### Sequential cells grouped by signal name, run 1

The bar under the picture is 50 um long. Other sequential cells in the stronger grey, the rest of the logic in the fainter grey.
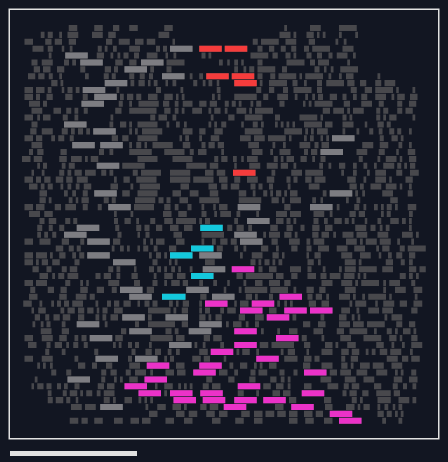
### Wires at chosen ports, followed through buffers, run 1

The bar under the picture is 50 um long.
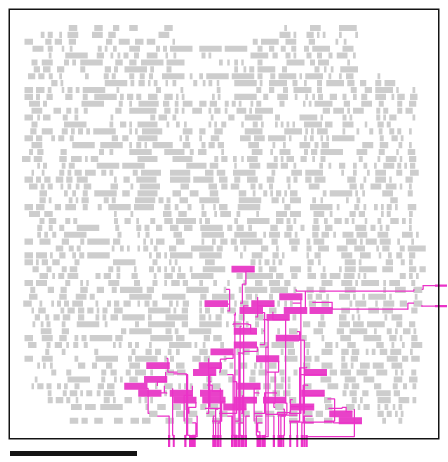
### Routing congestion, run 1

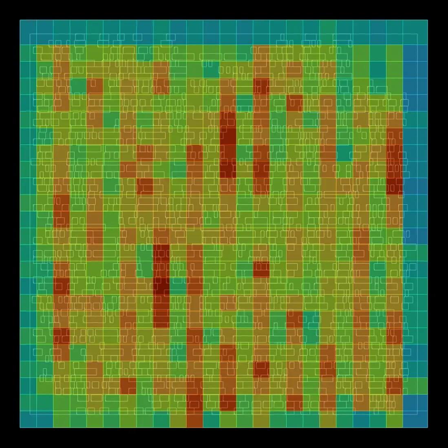
### Signal wires on met1, run 1

The bar under the picture is 50 um long. Supply wires on this layer in grey.
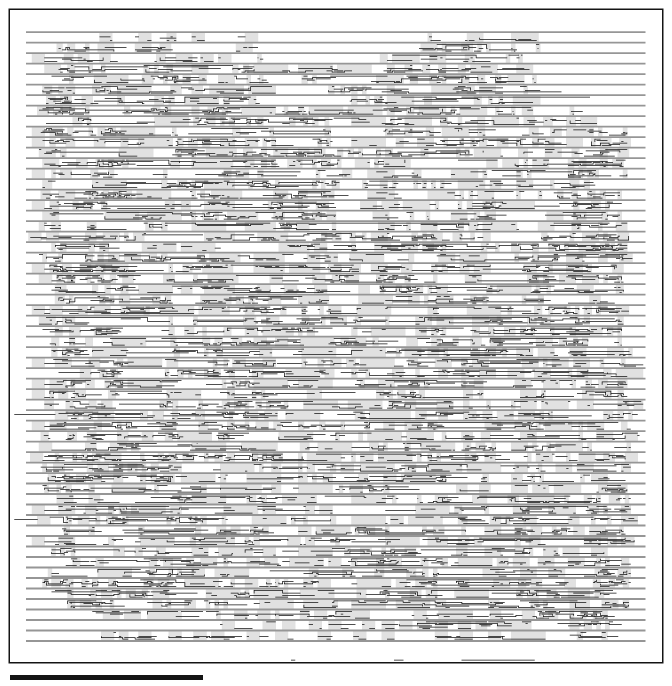
**config.mk**
```make
export PLATFORM = sky130hd
export DESIGN_NAME = ln_sum
export DESIGN_NICKNAME = d
export VERILOG_FILES = /design/src/rtl/ln_sum_pkg.sv /design/src/rtl/ln_lut.sv /design/src/rtl/ln_sum.sv
export SDC_FILE = /design/constraint.sdc
export NUM_CORES = 1
export LEC_CHECK = 0
export CELL_PAD_IN_SITES_DETAIL_PLACEMENT = 1
export CELL_PAD_IN_SITES_GLOBAL_PLACEMENT = 2
export CORE_MARGIN = 4
export CORE_UTILIZATION = 41
export DETAILED_ROUTE_END_ITERATION = 16
export HOLD_SLACK_MARGIN = 0.15
export PLACE_DENSITY_LB_ADDON = 0.1
export SYNTH_ARGS = -nofsm -noshare
export SYNTH_HDL_FRONTEND = slang
export SYNTH_SLANG_ARGS = --single-unit
export TNS_END_PERCENT = 5
```
**constraint.sdc**
```tcl
create_clock -name clk -period 23.2 [get_ports clk]
set_input_delay 4.64 -clock clk [delete_from_list [all_inputs] [get_ports clk]]
set_output_delay 4.64 -clock clk [all_outputs]
set_load 0.02 [all_outputs]
```
**src/rtl/ln_sum_pkg.sv**
```systemverilog
// Shared constants, FSM state encoding and the ln(1+x) segment table for the
// softmax stage-3 log unit.
package ln_sum_pkg;

    localparam int DW    = 32;
    localparam int FRAC  = 10;
    localparam int LN2_Q = 710;

    typedef enum logic [2:0] {
        ST_ACC = 3'd0,
        ST_S1  = 3'd1,
        ST_S2  = 3'd2,
        ST_S3  = 3'd3,
        ST_OUT = 3'd4
    } state_e;

    // L[i] = round(1024 * ln(1 + i/16)), i = 0..16; L[16] equals LN2_Q.
    function automatic logic [9:0] ln_tab(input logic [4:0] idx);
        logic [9:0] v;
        case (idx)
            5'd0:    v = 10'd0;
            5'd1:    v = 10'd62;
            5'd2:    v = 10'd121;
            5'd3:    v = 10'd176;
            5'd4:    v = 10'd228;
            5'd5:    v = 10'd278;
            5'd6:    v = 10'd326;
            5'd7:    v = 10'd372;
            5'd8:    v = 10'd415;
            5'd9:    v = 10'd457;
            5'd10:   v = 10'd497;
            5'd11:   v = 10'd536;
            5'd12:   v = 10'd573;
            5'd13:   v = 10'd609;
            5'd14:   v = 10'd644;
            5'd15:   v = 10'd677;
            5'd16:   v = 10'd710;
            default: v = 10'd0;
        endcase
        return v;
    endfunction

endpackage

```
**src/rtl/ln_lut.sv**
```systemverilog
// Piecewise-linear ln(1+m/1024) in Q.10: 16 segments selected by seg_i,
// interpolated by the 6-bit in-segment fraction fr_i.
module ln_lut
    import ln_sum_pkg::*;
(
    input  logic [3:0] seg_i,
    input  logic [5:0] fr_i,
    output logic [9:0] lut_o
);

    logic [9:0]  lo;
    logic [9:0]  hi;
    logic [6:0]  diff;
    logic [12:0] prod;

    assign lo = ln_tab({1'b0, seg_i});
    assign hi = ln_tab({1'b0, seg_i} + 5'd1);

    // Adjacent entries differ by less than 64, so the slope fits in 7 bits.
    assign diff  = 7'(hi - lo);
    assign prod  = {6'b0, diff} * {7'b0, fr_i};
    assign lut_o = lo + {3'b0, prod[12:6]};

endmodule

```
**src/rtl/ln_sum.sv**
```systemverilog
// Softmax stage 3: accumulates exp values of a row into F, then produces
// lnF in signed 22.10 through a three-stage normalise / lookup pipeline.
module ln_sum
    import ln_sum_pkg::*;
(
    input  logic          clk,
    input  logic          rst,
    input  logic          in_valid,
    output logic          in_ready,
    input  logic [DW-1:0] in_data,
    input  logic          in_last,
    output logic          out_valid,
    input  logic          out_ready,
    output logic [DW-1:0] ln_out,
    output logic          sum_zero,
    output logic [2:0]    dbg_state
);

    // Handshake: a beat transfers on any edge where valid and ready are both
    // high; a producer holds its data while ready is low, and out_valid stays
    // high with ln_out/sum_zero frozen until the consumer raises out_ready.

    localparam logic [DW-1:0] LN_ZERO = {1'b1, {(DW-1){1'b0}}};
    localparam logic [DW-1:0] LN2_W   = DW'(LN2_Q);

    state_e          state_q;
    logic [DW-1:0]   acc_q;
    logic [4:0]      p_q;
    logic            zero_q;
    logic [3:0]      seg_q;
    logic [5:0]      fr_q;
    logic [5:0]      w_q;
    logic [DW-1:0]   ln_q;
    logic            sum_zero_q;
    logic            out_valid_q;

    logic [DW:0]      acc_sum;
    logic [DW-1:0]    acc_d;
    logic [4:0]       lod_p;
    logic             lod_zero;
    logic [DW+FRAC-1:0] norm;
    logic [9:0]       mant;
    logic [5:0]       w_d;
    logic [9:0]       lut;
    logic [DW-1:0]    w_ext;
    logic [DW-1:0]    res_d;

    assign acc_sum = {1'b0, acc_q} + {1'b0, in_data};
    assign acc_d   = acc_sum[DW] ? {DW{1'b1}} : acc_sum[DW-1:0];

    always_comb begin
        lod_p    = 5'd0;
        lod_zero = (acc_q == '0);
        for (int i = 0; i < DW; i++) begin
            if (acc_q[i]) lod_p = 5'(i);
        end
    end

    // Shift the leading one to bit FRAC; the ten bits below it form m,
    // with zeros filling in when p < FRAC.
    assign norm = {acc_q, {FRAC{1'b0}}} >> p_q;
    assign mant = norm[9:0];
    assign w_d  = {1'b0, p_q} - 6'(FRAC);

    ln_lut u_ln_lut (
        .seg_i (seg_q),
        .fr_i  (fr_q),
        .lut_o (lut)
    );

    // The low DW bits of a product are identical for signed and unsigned
    // operands, so sign-extending w is enough to get w*LN2_Q right.
    assign w_ext = {{(DW-6){w_q[5]}}, w_q};
    assign res_d = w_ext * LN2_W + {{(DW-10){1'b0}}, lut};

    always_ff @(posedge clk or negedge rst) begin
        if (!rst) begin
            state_q     <= ST_ACC;
            acc_q       <= '0;
            p_q         <= '0;
            zero_q      <= 1'b0;
            seg_q       <= '0;
            fr_q        <= '0;
            w_q         <= '0;
            ln_q        <= '0;
            sum_zero_q  <= 1'b0;
            out_valid_q <= 1'b0;
        end else begin
            case (state_q)
                ST_ACC: begin
                    if (in_valid) begin
                        acc_q <= acc_d;
                        if (in_last) state_q <= ST_S1;
                    end
                end
                ST_S1: begin
                    p_q     <= lod_p;
                    zero_q  <= lod_zero;
                    state_q <= ST_S2;
                end
                ST_S2: begin
                    seg_q   <= mant[9:6];
                    fr_q    <= mant[5:0];
                    w_q     <= w_d;
                    state_q <= ST_S3;
                end
                ST_S3: begin
                    if (zero_q) begin
                        ln_q       <= LN_ZERO;
                        sum_zero_q <= 1'b1;
                    end else begin
                        ln_q <= res_d;
                    end
                    out_valid_q <= 1'b1;
                    state_q     <= ST_OUT;
                end
                ST_OUT: begin
                    if (out_ready) begin
                        out_valid_q <= 1'b0;
                        acc_q       <= '0;
                        sum_zero_q  <= 1'b0;
                        state_q     <= ST_ACC;
                    end
                end
                default: state_q <= ST_ACC;
            endcase
        end
    end

    assign in_ready  = (state_q == ST_ACC);
    assign out_valid = out_valid_q;
    assign ln_out    = ln_q;
    assign sum_zero  = sum_zero_q;
    assign dbg_state = state_q;

endmodule

```
==> impl_metrics.json, run 1 <==
{
  "numSynthFlops": 91,
  "timing.rr.end": "ln_out[18]$_DFFE_PN0P_",
  "fin_area_um2": 11970,
  "critical_path_depth": 44,
  "cts_buffer_depth": 2,
  "gr-usage-met3": 0.01401,
  "initialDrtViolationCount": 354,
  "clkTransAtPathRegs_ns": 0.07,
  "fp_util": 0.4193,
  "die_x_um": 168.9,
  "finalNetCount": 1478,
  "avgSynthCellArea_um2": 8.503,
  "place_ws_ns": 12.83,
  "core-area_um2": 25330,
  "period_used_share": 0.4464,
  "post_cts_resized": 0,
  "fin_setup_tns_ns": 0,
  "top_cell": "ha_1",
  "ys.flop_type": "dfrtp_1",
  "reg2reg_from": "seg_q[2]$_DFFE_PN0N_",
  "status": "finished, final reports clean",
  "hold_viol_final": 0,
  "slew-limit-headroom": 0.2246,
  "critPathBufInv": 4,
  "cts_tree": "done",
  "antenna_cells": 0,
  "ys_sh_xor": 0.06008,
  "grt_max_degree": 61,
  "adder_share": 0.2045,
  "dpl_cell_area_um2": 11620,
  "post-route-min-period_ns": 10.36,
  "drc_errors": 0,
  "num_vias": 9226,
  "whs_ns": 0.4822,
  "crit_family": "AND-OR/OR-AND gates",
  "yosysTopAreaCell": "dfrtp_1",
  "grt_util_all_layers": 0.2089,
  "top_area_frac": 0.2144,
  "cts_hold_buf": 0,
  "slowest_delay_ns": 0.75,
  "cts_max_level": 3,
  "cp.arrival_ns": 10.60,
  "clock_latency_ns": 0.36,
  "clkSinkCount": 91,
  "layout_top_cell": "ha_1",
  "crit_type": "flip-flop to flip-flop"
}
Notes on 'Sequential cells grouped by signal name' above:
Key: fr_q = red [flops 6, where top centre]; ln_out = magenta [flops 32, where bottom centre]; p_q = cyan [flops 5, where centre]

Notes on 'Wires at chosen ports, followed through buffers' above:
Key: ln_out = magenta [bits 32, direction output, edge 30 bottom, 2 right, end cells 32, buffers 32, wire 1330 um]

Notes on 'Routing congestion' above:
GR Util met2: 0.3637
busiest grt layer: met2

Notes on 'Signal wires on met1' above:
1376 nets have wire on it. The longest straight run is 50.6 um. The layer carries 14000 um of wire. The wires run mostly horizontal. The layer holds 48% of the routed length.

[run 1: routing by layer]
metal / routed length [um] / vias up
met5: 0 / -
met4: 472 / 0
met3: 388 / 26
met2: 14400 / 65
met1: 13990 / 4547
li1: - / 4588
[run 1: final cells by class]
class / count / area [um^2] / area share
tap: 330 / 412.9 / 0.03451
sequential: 91 / 2278 / 0.1904
multi-input combinational: 1017 / 7812 / 0.6529
timing repair buffer: 81 / 790.8 / 0.06609
clock buffer: 10 / 229.0 / 0.01914
clock inverter: 6 / 118.9 / 0.009934
inverter: 86 / 322.8 / 0.02698
### Metal layers overlaid, run 1

Two of the layers only.
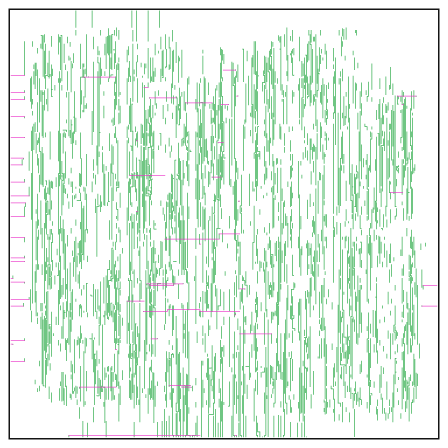

==> inputs of run 2 (changes only) <==
CORE_UTILIZATION = 38   (was 41)
clock period = 9.66 ns   (was 23.2 ns; I/O delays follow)
### Metal layers overlaid, run 2

Two of the layers only.
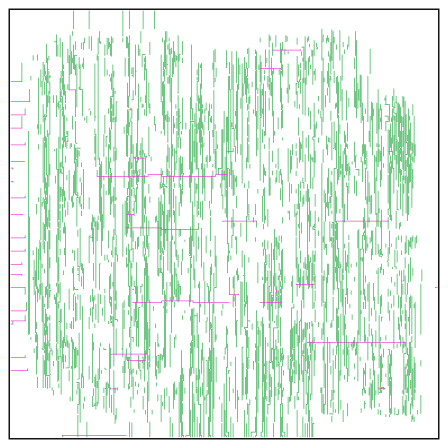
Key: M2 = green [wire length 15200 um]; M3 = magenta [wire length 407 um]

==> impl_metrics.json, run 2 <==
{
  "cp.arrival_ns": 9.29,
  "status": "finished, final reports clean",
  "timing.rr.end": "ln_out[18]$_DFFE_PN0P_",
  "period_used_share": 0.9344,
  "top_area_frac": 0.2144,
  "clkTransAtPathRegs_ns": 0.08,
  "fin_area_um2": 12170,
  "avgSynthCellArea_um2": 8.503,
  "whs_ns": 0.4783,
  "crit_type": "flip-flop to flip-flop",
  "antenna_cells": 0,
  "die_x_um": 175.2,
  "slowest_delay_ns": 0.54,
  "post-route-min-period_ns": 9.027,
  "ys.flop_type": "dfrtp_1",
  "num_vias": 9264,
  "clock_latency_ns": 0.37,
  "fin_setup_tns_ns": 0,
  "finalNetCount": 1489,
  "slew-limit-headroom": 0.2086,
  "grt_util_all_layers": 0.1948,
  "crit_family": "AND-OR/OR-AND gates",
  "core-area_um2": 27250,
  "initialDrtViolationCount": 311,
  "fp_util": 0.3897,
  "grt_max_degree": 61,
  "dpl_cell_area_um2": 11730,
  "post_cts_resized": 0,
  "yosysTopAreaCell": "dfrtp_1",
  "drc_errors": 0,
  "numSynthFlops": 91,
  "cts_hold_buf": 0,
  "cts_buffer_depth": 2,
  "place_ws_ns": 0.04561,
  "clkSinkCount": 91,
  "layout_top_cell": "ha_1",
  "critPathBufInv": 5
}
### Wires at chosen ports, followed through buffers, run 2

The bar under the picture is 50 um long.
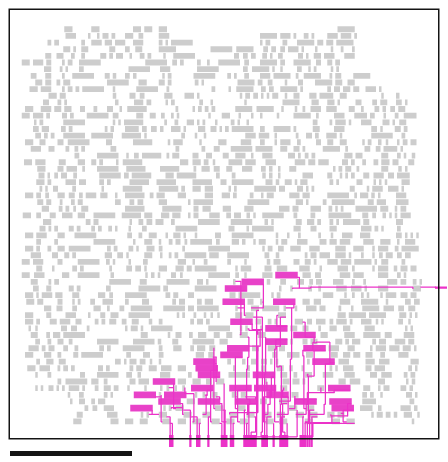
Key: ln_out = magenta [bits 32, direction output, edge 31 bottom, 1 right, end cells 32, buffers 32, wire 1310 um]

==> run 2: layer usage <==
metal	share of wire	vias up	track usage
met1	0.47	4588	0.2650
met5	0	-	0
met3	0.014	15	0.01601
li1	-	4599	-
met4	0.0085	0	0.03404
met2	0.51	62	0.3432
==> run 2: cell type report <==
class,count,area (um^2)
Clock buffer,9,225.2
Clock inverter,7,78.83
Tap cell,372,465.4
Fill cell,3196,15080
Inverter,86,326.6
Multi-Input combinational cell,1017,7908
Timing Repair Buffer,92,889.6
Sequential cell,91,2281
==> run 2: kinds of logic after synthesis <==
logic type / Yosys count / synth area share
compound gates: 364 / 0.2254
fa+ha+maj: 155 / 0.2045
simple gates: 365 / 0.1638
flops: 91 / 0.2144
xor+xnor: 72 / 0.06009
mux: 61 / 0.08176
buf+inv: 141 / 0.05007
### Routing congestion, run 2

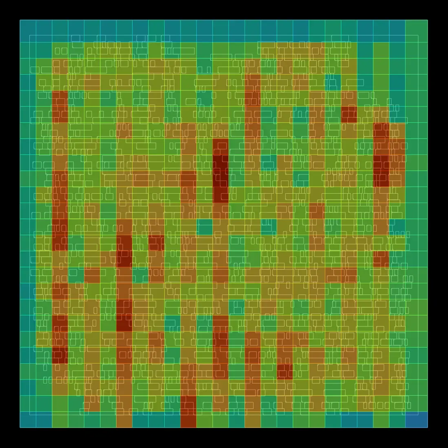

==> inputs of run 3 (changes only) <==
--- a/config.mk
+++ b/config.mk
@@ -11,4 +11,5 @@
 export CORE_UTILIZATION = 38
 export DETAILED_ROUTE_END_ITERATION = 16
+export GPL_TIMING_DRIVEN = 0
 export HOLD_SLACK_MARGIN = 0.15
 export PLACE_DENSITY_LB_ADDON = 0.1
==> constraint.sdc (replaced) <==
create_clock -name clk -period 9.66 [get_ports clk]
set_input_delay 1.932 -clock clk [delete_from_list [all_inputs] [get_ports clk]]
set_output_delay 1.932 -clock clk [all_outputs]
set_load 0.005 [all_outputs]
### Routing congestion, run 3

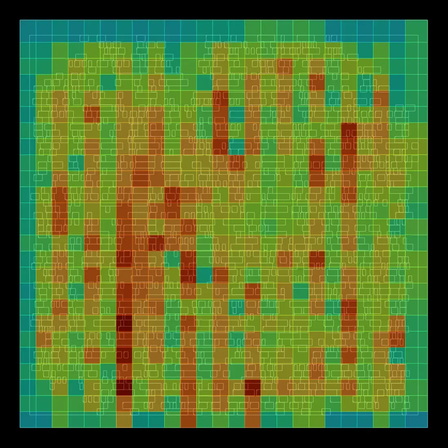
final design utilization: 0.4582
total track usage: 0.2092
met3 layer usage reported by global route: 0.01212

==> impl_metrics.json, run 3 <==
{
  "yosysTopAreaCell": "dfrtp_1",
  "clkTransAtPathRegs_ns": 0.07,
  "highest_layer": "met4",
  "cts_buffer_depth": 2,
  "num_vias": 9521,
  "drc_errors": 0,
  "compound_area_frac": 0.2254,
  "post_cts_resized": 22,
  "filler_cell_count": 3215,
  "die_x_um": 175.2,
  "synth.logic.top_family": "AND-OR/OR-AND gates",
  "ys.flop_type": "dfrtp_1",
  "place_ws_ns": -1.002,
  "clock_latency_ns": 0.36,
  "dpl_cell_area_um2": 11850,
  "cts_hold_buf": 0,
  "whs_ns": 0.4794,
  "gr-usage-met1": 0.2751,
  "clkSinkCount": 91,
  "top_area_frac": 0.2144,
  "initialDrtViolationCount": 505,
  "post-route-min-period_ns": 9.181,
  "ys_sh_mux": 0.08176,
  "status": "finished, final reports clean",
  "layout_top_cell": "ha_1",
  "crit_type": "flip-flop to flip-flop",
  "wl_met2_um": 16300,
  "crit_family": "adder cells",
  "cp.arrival_ns": 9.43,
  "use_met2": 0.3744,
  "fp_util": 0.3897,
  "slowest_delay_ns": 0.54,
  "simple_gate_share": 0.1638,
  "wl_met1_um": 14710,
  "ys_sh_xor": 0.06008
}
### Wires at chosen ports, followed through buffers, run 3

The bar under the picture is 50 um long.
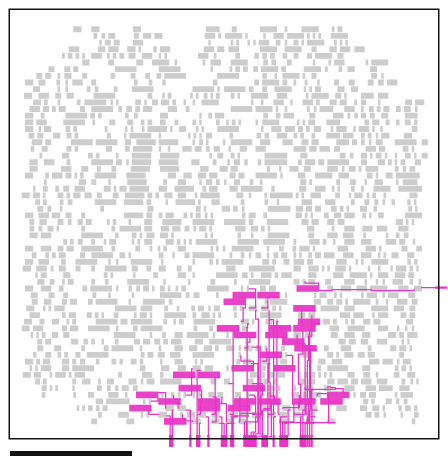
Key: ln_out = magenta [bits 32, direction output, edge 31 bottom, 1 right, end cells 32, buffers 32, wire 1320 um]

==> run 3: cell types whose count changed in the layout (fill, tap and decap cells not counted), moves of 2 or more <==
cell        change
buf_1           +3
clkbuf_2        +2
buf_2           +2
xnor2_2         +2
clkbuf_1       +40
a21oi_2         +2
buf_4           -5
xnor2_1         -3
clkinv_8        -2
a21oi_1         -3
clkinvlp_4      +2
==> run 3: final cells by class <==
| class | count | area share |
|---|---|---|
| Tap cell | 372 | 0.03727 |
| Multi-Input combinational cell | 1017 | 0.6418 |
| Sequential cell | 91 | 0.1828 |
| Buffer | 51 | 0.01814 |
| Clock inverter | 6 | 0.005511 |
| Clock buffer | 10 | 0.01914 |
| Timing Repair Buffer | 86 | 0.06894 |
| Inverter | 86 | 0.02645 |
